**Routed clock nets over the placement**

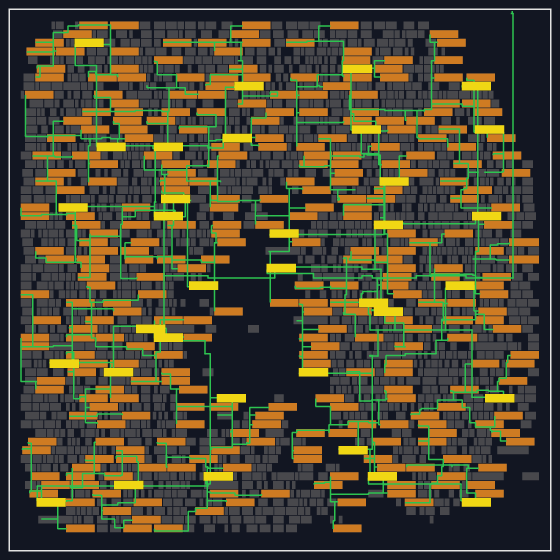
**Metal 2**

Bar = 50 microns.
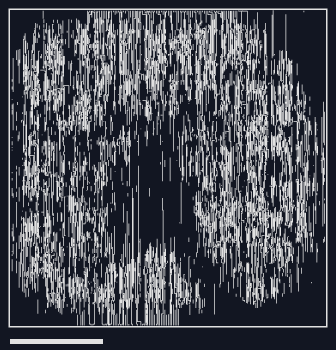
**Placement by cell class**

Bar = 50 microns. Fill, decap, tap and diode cells in grey.
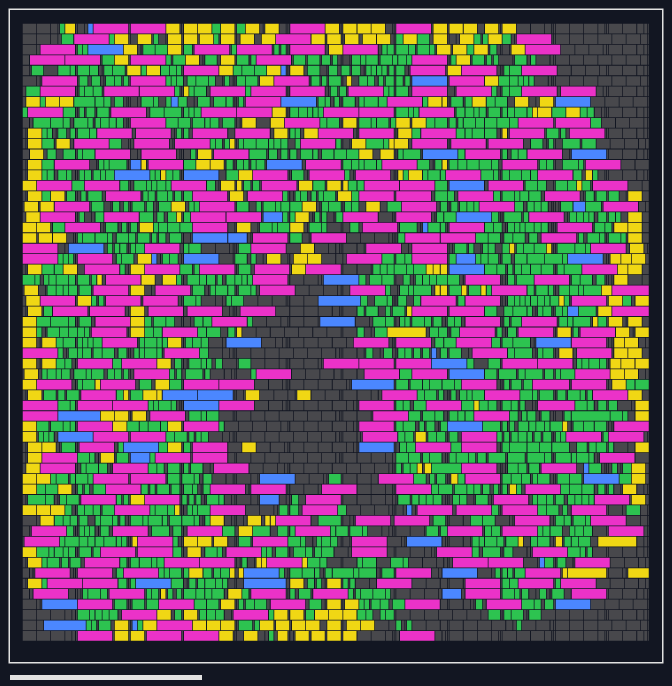
**Cell outlines without signal wires**

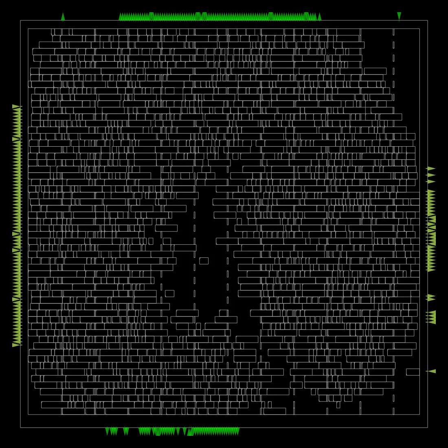
**Floorplan with the power grid**

Pins as bars on the die edge. Tap cells in grey.
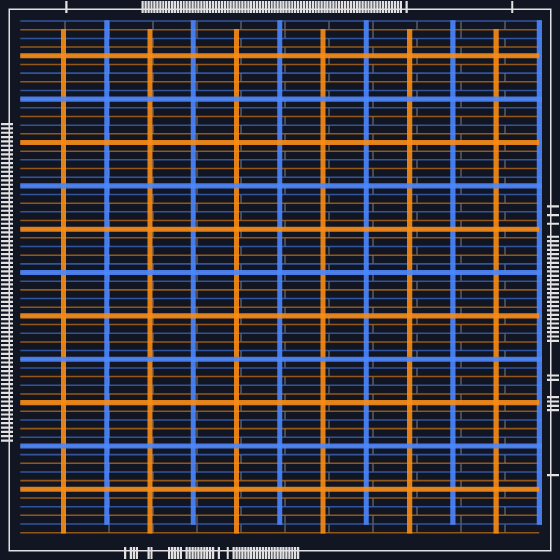
## src/rtl/xgmii_sup_pkg.sv

```systemverilog
// Shared definitions for the XGMII link supervisor.
// Holds the state codes, the debug event indices and sizing helpers.
package xgmii_sup_pkg;

    localparam logic [1:0] LS_RESET     = 2'd0;
    localparam logic [1:0] LS_WAIT_LOCK = 2'd1;
    localparam logic [1:0] LS_UP        = 2'd2;
    localparam logic [1:0] LS_HOLDOFF   = 2'd3;

    typedef enum logic [1:0] {
        ST_RESET     = LS_RESET,
        ST_WAIT_LOCK = LS_WAIT_LOCK,
        ST_UP        = LS_UP,
        ST_HOLDOFF   = LS_HOLDOFF
    } link_state_e;

    localparam int NUM_EVT      = 6;
    localparam int EVT_IDLE_DEL = 0;
    localparam int EVT_SEQ_DEL  = 1;
    localparam int EVT_IDLE_INS = 2;
    localparam int EVT_BUF_OVF  = 3;
    localparam int EVT_BUF_UNF  = 4;
    localparam int EVT_BITSLIP  = 5;

    localparam int RETRY_W = 8;

    function automatic int max_of4(
        input int a,
        input int b,
        input int c,
        input int d
    );
        int m;
        m = a;
        if (b > m) m = b;
        if (c > m) m = c;
        if (d > m) m = d;
        return m;
    endfunction

    function automatic int clog2_min1(input int v);
        return (v < 2) ? 1 : $clog2(v);
    endfunction

endpackage

```

## src/rtl/xgmii_link_chan.sv

```systemverilog
// One supervised SerDes channel: LOS synchroniser, link FSM,
// timers, saturating retry counter and debug event counters.
import xgmii_sup_pkg::*;

module xgmii_link_chan #(
    parameter int CNT_W           = 16,
    parameter int RST_CYCLES      = 256,
    parameter int LOCK_STABLE     = 1024,
    parameter int LOCK_TIMEOUT    = 1048576,
    parameter int HOLDOFF_CYCLES  = 4096,
    parameter bit TX_DIS_IN_RESET = 1'b0
) (
    input  logic                     clk,
    input  logic                     rst_n,
    input  logic                     clk_locked,
    input  logic                     sfp_los,
    input  logic                     pll_lock,
    input  logic                     cdr_lock,
    input  logic                     block_lock,
    input  logic                     hi_ber,
    input  logic [NUM_EVT-1:0]       dbg_evt,
    input  logic                     cnt_clear,
    output logic                     tx_rstn,
    output logic                     rx_rstn,
    output logic                     tx_disable,
    output logic                     link_up,
    output logic [1:0]               link_state,
    output logic [RETRY_W-1:0]       retry_count,
    output logic [NUM_EVT*CNT_W-1:0] evt_count
);

    localparam int TMR_W = clog2_min1(
        max_of4(RST_CYCLES, LOCK_STABLE, LOCK_TIMEOUT, HOLDOFF_CYCLES));

    localparam logic [TMR_W-1:0] RST_LAST     = TMR_W'(RST_CYCLES - 1);
    localparam logic [TMR_W-1:0] STABLE_LAST  = TMR_W'(LOCK_STABLE - 1);
    localparam logic [TMR_W-1:0] TIMEOUT_LAST = TMR_W'(LOCK_TIMEOUT - 1);
    localparam logic [TMR_W-1:0] HOLD_LAST    = TMR_W'(HOLDOFF_CYCLES - 1);

    logic los_s1_q;
    logic los_s2_q;
    logic go;
    logic ok;

    link_state_e state_q, state_d;
    logic [TMR_W-1:0] timer_q, timer_d;
    logic [TMR_W-1:0] stable_q, stable_d;
    logic [RETRY_W-1:0] retry_q, retry_d;
    logic retry_inc;

    logic tx_rstn_q, tx_rstn_d;
    logic rx_rstn_q, rx_rstn_d;
    logic link_up_q, link_up_d;
    logic tx_dis_q, tx_dis_d;

    logic [NUM_EVT-1:0] evt_prev_q;
    logic [NUM_EVT-1:0] evt_rise;
    logic [CNT_W-1:0]   cnt_q [NUM_EVT];
    logic [CNT_W-1:0]   cnt_d [NUM_EVT];

    // Reset to "loss" so a channel never starts before LOS is really sampled.
    always_ff @(posedge clk or negedge rst_n) begin
        if (!rst_n) begin
            los_s1_q <= 1'b1;
            los_s2_q <= 1'b1;
        end else begin
            los_s1_q <= sfp_los;
            los_s2_q <= los_s1_q;
        end
    end

    assign go = clk_locked & ~los_s2_q;
    assign ok = pll_lock & cdr_lock & block_lock & ~hi_ber;

    always_comb begin
        state_d   = state_q;
        retry_inc = 1'b0;
        case (state_q)
            ST_RESET: begin
                if (timer_q == RST_LAST) state_d = ST_WAIT_LOCK;
            end
            ST_WAIT_LOCK: begin
                if (ok && stable_q == STABLE_LAST) begin
                    state_d = ST_UP;
                end else if (timer_q == TIMEOUT_LAST) begin
                    state_d   = ST_HOLDOFF;
                    retry_inc = 1'b1;
                end
            end
            ST_UP: begin
                if (!block_lock || hi_ber) begin
                    state_d   = ST_HOLDOFF;
                    retry_inc = 1'b1;
                end
            end
            ST_HOLDOFF: begin
                if (timer_q == HOLD_LAST) state_d = ST_WAIT_LOCK;
            end
            default: state_d = ST_RESET;
        endcase
        if (!go) begin
            state_d   = ST_RESET;
            retry_inc = 1'b0;
        end
    end

    always_comb begin
        timer_d  = timer_q + 1'b1;
        stable_d = ok ? stable_q + 1'b1 : '0;
        if (!go || state_d != state_q || state_q == ST_UP) timer_d = '0;
        if (state_d != state_q || state_q != ST_WAIT_LOCK) stable_d = '0;
    end

    always_comb begin
        retry_d = retry_q;
        if (cnt_clear) begin
            retry_d = '0;
        end else if (retry_inc && retry_q != '1) begin
            retry_d = retry_q + 1'b1;
        end
    end

    // Outputs are decoded from the next state so they change with it.
    always_comb begin
        tx_rstn_d = (state_d != ST_RESET);
        rx_rstn_d = (state_d == ST_WAIT_LOCK) || (state_d == ST_UP);
        link_up_d = (state_d == ST_UP);
        tx_dis_d  = TX_DIS_IN_RESET && (state_d == ST_RESET);
    end

    always_ff @(posedge clk or negedge rst_n) begin
        if (!rst_n) begin
            state_q   <= ST_RESET;
            timer_q   <= '0;
            stable_q  <= '0;
            retry_q   <= '0;
            tx_rstn_q <= 1'b0;
            rx_rstn_q <= 1'b0;
            link_up_q <= 1'b0;
            tx_dis_q  <= TX_DIS_IN_RESET;
        end else begin
            state_q   <= state_d;
            timer_q   <= timer_d;
            stable_q  <= stable_d;
            retry_q   <= retry_d;
            tx_rstn_q <= tx_rstn_d;
            rx_rstn_q <= rx_rstn_d;
            link_up_q <= link_up_d;
            tx_dis_q  <= tx_dis_d;
        end
    end

    assign evt_rise = dbg_evt & ~evt_prev_q;

    always_comb begin
        for (int e = 0; e < NUM_EVT; e++) begin
            cnt_d[e] = cnt_q[e];
            if (cnt_clear) begin
                cnt_d[e] = '0;
            end else if (evt_rise[e] && cnt_q[e] != '1) begin
                cnt_d[e] = cnt_q[e] + 1'b1;
            end
        end
    end

    always_ff @(posedge clk or negedge rst_n) begin
        if (!rst_n) begin
            evt_prev_q <= '0;
            for (int e = 0; e < NUM_EVT; e++) begin
                cnt_q[e] <= '0;
            end
        end else begin
            evt_prev_q <= dbg_evt;
            for (int e = 0; e < NUM_EVT; e++) begin
                cnt_q[e] <= cnt_d[e];
            end
        end
    end

    for (genvar e = 0; e < NUM_EVT; e++) begin : g_evt
        assign evt_count[e*CNT_W +: CNT_W] = cnt_q[e];
    end

    assign tx_rstn     = tx_rstn_q;
    assign rx_rstn     = rx_rstn_q;
    assign tx_disable  = tx_dis_q;
    assign link_up     = link_up_q;
    assign link_state  = state_q;
    assign retry_count = retry_q;

endmodule

```

## src/rtl/xgmii_link_supervisor.sv

```systemverilog
// Per-channel 10GBASE-R link supervisor; one independent
// xgmii_link_chan per SerDes channel on flat status buses.
import xgmii_sup_pkg::*;

module xgmii_link_supervisor #(
    parameter int NUM_CH          = 2,
    parameter int CNT_W           = 16,
    parameter int RST_CYCLES      = 256,
    parameter int LOCK_STABLE     = 1024,
    parameter int LOCK_TIMEOUT    = 1048576,
    parameter int HOLDOFF_CYCLES  = 4096,
    parameter int TX_DIS_IN_RESET = 0
) (
    input  logic                            trx_clk_156r25M,
    input  logic                            trx_rstn,
    input  logic                            trx_clk_locked,
    input  logic [NUM_CH-1:0]               sfp_los,
    input  logic [NUM_CH-1:0]               pll_lock,
    input  logic [NUM_CH-1:0]               cdr_lock,
    input  logic [NUM_CH-1:0]               block_lock,
    input  logic [NUM_CH-1:0]               hi_ber,
    input  logic [NUM_CH*NUM_EVT-1:0]       dbg_evt,
    input  logic [NUM_CH-1:0]               cnt_clear,
    output logic [NUM_CH-1:0]               serdes_tx_rstn,
    output logic [NUM_CH-1:0]               serdes_rx_rstn,
    output logic [NUM_CH-1:0]               sfp_tx_disable,
    output logic [NUM_CH-1:0]               link_up,
    output logic [NUM_CH*2-1:0]             link_state,
    output logic [NUM_CH*RETRY_W-1:0]       retry_count,
    output logic [NUM_CH*NUM_EVT*CNT_W-1:0] evt_count
);

    localparam int EVT_BUS_W = NUM_EVT * CNT_W;

    for (genvar c = 0; c < NUM_CH; c++) begin : g_ch
        xgmii_link_chan #(
            .CNT_W          (CNT_W),
            .RST_CYCLES     (RST_CYCLES),
            .LOCK_STABLE    (LOCK_STABLE),
            .LOCK_TIMEOUT   (LOCK_TIMEOUT),
            .HOLDOFF_CYCLES (HOLDOFF_CYCLES),
            .TX_DIS_IN_RESET(TX_DIS_IN_RESET != 0)
        ) u_chan (
            .clk        (trx_clk_156r25M),
            .rst_n      (trx_rstn),
            .clk_locked (trx_clk_locked),
            .sfp_los    (sfp_los[c]),
            .pll_lock   (pll_lock[c]),
            .cdr_lock   (cdr_lock[c]),
            .block_lock (block_lock[c]),
            .hi_ber     (hi_ber[c]),
            .dbg_evt    (dbg_evt[c*NUM_EVT +: NUM_EVT]),
            .cnt_clear  (cnt_clear[c]),
            .tx_rstn    (serdes_tx_rstn[c]),
            .rx_rstn    (serdes_rx_rstn[c]),
            .tx_disable (sfp_tx_disable[c]),
            .link_up    (link_up[c]),
            .link_state (link_state[c*2 +: 2]),
            .retry_count(retry_count[c*RETRY_W +: RETRY_W]),
            .evt_count  (evt_count[c*EVT_BUS_W +: EVT_BUS_W])
        );
    end

endmodule

```

## config.mk

```make
export PLATFORM = sky130hd
export DESIGN_NAME = xgmii_link_supervisor
export DESIGN_NICKNAME = d
export VERILOG_FILES = /design/src/rtl/xgmii_sup_pkg.sv /design/src/rtl/xgmii_link_chan.sv /design/src/rtl/xgmii_link_supervisor.sv
export SDC_FILE = /design/constraint.sdc
export NUM_CORES = 1
export LEC_CHECK = 0
export CORE_MARGIN = 3
export CORE_UTILIZATION = 59
export DETAILED_ROUTE_END_ITERATION = 6
export GPL_ROUTABILITY_DRIVEN = 1
export GPL_TIMING_DRIVEN = 0
export PLACE_DENSITY = 0.94
export SLEW_MARGIN = 20
export SYNTH_ARGS = -nofsm -noshare
export SYNTH_HDL_FRONTEND = slang
export SYNTH_SLANG_ARGS = --single-unit
```

## constraint.sdc

```tcl
create_clock -name trx_clk_156r25M -period 7.06 [get_ports trx_clk_156r25M]
set_input_delay 0.706 -clock trx_clk_156r25M [delete_from_list [all_inputs] [get_ports trx_clk_156r25M]]
set_output_delay 0.706 -clock trx_clk_156r25M [all_outputs]
set_load 0.02 [all_outputs]
```

==> metrics.log <==
[flow] final metrics
INFO  metric post-cts-setup-buffer-count = 0
INFO  metric crit_top_cell = a211oi_1
INFO  metric path_clk_slew = 60 ps
INFO  metric enable_flop_cells = 0
INFO  metric totalPowerFinal = 3.926 mW
INFO  metric crit_end = g_ch[0].u_chan.timer_q[8]$_DFF_PN0_
INFO  metric gr-max-usage-layer = met2
INFO  metric grt_max_degree = 97
INFO  metric fin_area = 19920 sq um
INFO  metric synth_top_flop_cell = dfrtp_1
INFO  metric max_h_tree_level = 2
INFO  metric clock.fmax = 336.4 MHz
INFO  metric cts_tree = built
INFO  metric synth-async-reset-ratio = 1.000
INFO  metric slew-limit-headroom = 0.3726
INFO  metric num_io_pins = 247
INFO  metric rrSetupSlack = 4090 ps
INFO  metric initial_antenna_violation_count = 0
INFO  metric postLayoutSetupSlackWorst = 4088 ps
INFO  metric netlist_instances = 1606
INFO  metric synth.yosys.num_cells = 1606
INFO  metric place_area = 18700 sq um
INFO  metric synth_area = 15750 sq um
INFO  metric power_switching = 851.0 uW
INFO  metric crit_fanout = 11
INFO  metric outcome = finished clean
INFO  metric cts_hold_buffers = 0
INFO  metric totalWireLength = 42150 microns
INFO  metric fp.dieW = 169.4 microns
INFO  metric synthesis_warning_total = 0
INFO  metric diodes = 0
INFO  metric fp_util = 0.6028
INFO  metric design.die.area = 28700 sq um
INFO  metric setup-violations-final = 0
INFO  metric met3_usage = 0.06615
INFO  metric report.final.slew_viol_count = 0
INFO  metric tightestPinTransition = 938.7 ps
INFO  metric ant_nets = 0
-- 'routed clock nets over the placement' (at the start) --
[clock-net drivers] yellow | count: 34
[clock wires] green | length: 3850 microns
[flip-flops] orange | count: 314
flops lie: all over the die

-- 'metal 2' (at the start) --
nets with wire on the layer: 1732
main direction: vertical

-- 'placement by cell class' (at the start) --
| class | colour | cells |
|---|---|---|
| remaining logic cells | green | 1232 |
| remaining buffers and delay cells | yellow | 307 |
| registers | magenta | 314 |
| clock drivers and dummy loads | blue | 61 |

-- 'cell outlines without signal wires' (at the start) --
number of inserted filler cells in the final layout: 1602
site row count: 59
final core occ: 0.7621
Non-Filler Instances: 2249
Taps Inserted: 335

-- 'floorplan with the power grid' (at the start) --
| net | colour |
|---|---|
| VDD | blue |
| VSS | orange |
signal pins: 247
met4 straps: 12
met1 rails: 60
rows: 59

## critical path, delay by kind of cell, from the launching register on
family | cells | cell delay [ps]
buf+inv | 3 | 800
simple gates | 2 | 350
compound gates | 4 | 1020
fa+ha+maj | 1 | 170
flops | 1 | 520
## per-stage QoR
step / instances / setup TNS (ps)
final: 2249 / 0
after global routing: 2249 / 0
after CTS: 2249 / 0
after detailed placement: 2188 / 0
after global placement: 2185 / -2446850
after floorplan: 1607 / 0
## synthesized netlist by cell type (all sizes together) (5+ instances only)
library cell | n | area (sq um)
inv | 25 | 93.84
a211oi | 10 | 75.07
o21ai | 17 | 85.08
nand2b | 16 | 100.1
nor2 | 243 | 912.1
nor3b | 5 | 42.54
or2 | 6 | 37.54
mux2i | 13 | 130.1
a41oi | 8 | 77.58
nand2 | 105 | 394.1
and4 | 31 | 272.8
nor4 | 22 | 137.6
ha | 32 | 400.4
clkbuf | 41 | 153.9
or3 | 13 | 81.33
nand4 | 68 | 440.4
dfrtp | 310 | 7757
buf | 20 | 120.1
a31oi | 6 | 37.54
and3 | 48 | 300.3
a2111oi | 5 | 70.07
and2 | 19 | 118.9
nand3 | 125 | 625.6
nor2b | 11 | 68.82
xnor2 | 70 | 613.1
nor3 | 82 | 410.4
xor2 | 172 | 1506
a311oi | 5 | 50.04
a21oi | 28 | 140.1
## power groups by stage
stage | logic [mW] | registers (mW) | clock network, mW
4_1_cts | 0.171 | 1.83 | 1.95
6_report | 0.170 | 1.83 | 1.93
3_3_place_gp | 0.157 | 1.86 | 0
2_1_floorplan | 0.0585 | 1.87 | 0
3_5_place_dp | 0.169 | 1.86 | 0
5_1_grt | 0.186 | 1.83 | 2.02
## final cells by class
| cell class | instances | area [sq um] |
|---|---|---|
| Multi-Input combinational cell | 1207 | 7526 |
| Tap cell | 335 | 419.2 |
| Timing Repair Buffer | 246 | 2520 |
| Sequential cell | 314 | 7863 |
| Inverter | 25 | 93.84 |
| Buffer | 61 | 274.0 |
| Fill cell | 1602 | 6216 |
| Clock inverter | 9 | 178.9 |
| Clock buffer | 52 | 1042 |
## state kept, by name, indices dropped and copies added, names as in the netlist, 4 cells and up
signal and flops:
g_ch.u_chan.evt_count 192, g_ch.u_chan.evt_prev_q 12, g_ch.u_chan.link_state 4, g_ch.u_chan.retry_count 16, g_ch.u_chan.stable_q 40, g_ch.u_chan.timer_q 40
## logic make-up after synthesis
group,after synthesis,synth area share
AOI/OAI and AO/OA,112,0.05171
DFF,314,0.4991
muxes,15,0.009690
and+or+nand+nor,804,0.2559
other,1,0.0002381
xor gates and xnor gates,242,0.1346
adders and majority gates,32,0.02542
buffers and inverters,86,0.02335
## layer usage
metal / share of wire / routed length, microns
met1: 0.39 / 16630
met5: 0 / 0
met2: 0.49 / 20660
met3: 0.070 / 2948
met4: 0.045 / 1911
Power figures rest on the tool's default switching activity, not on a simulated workload.
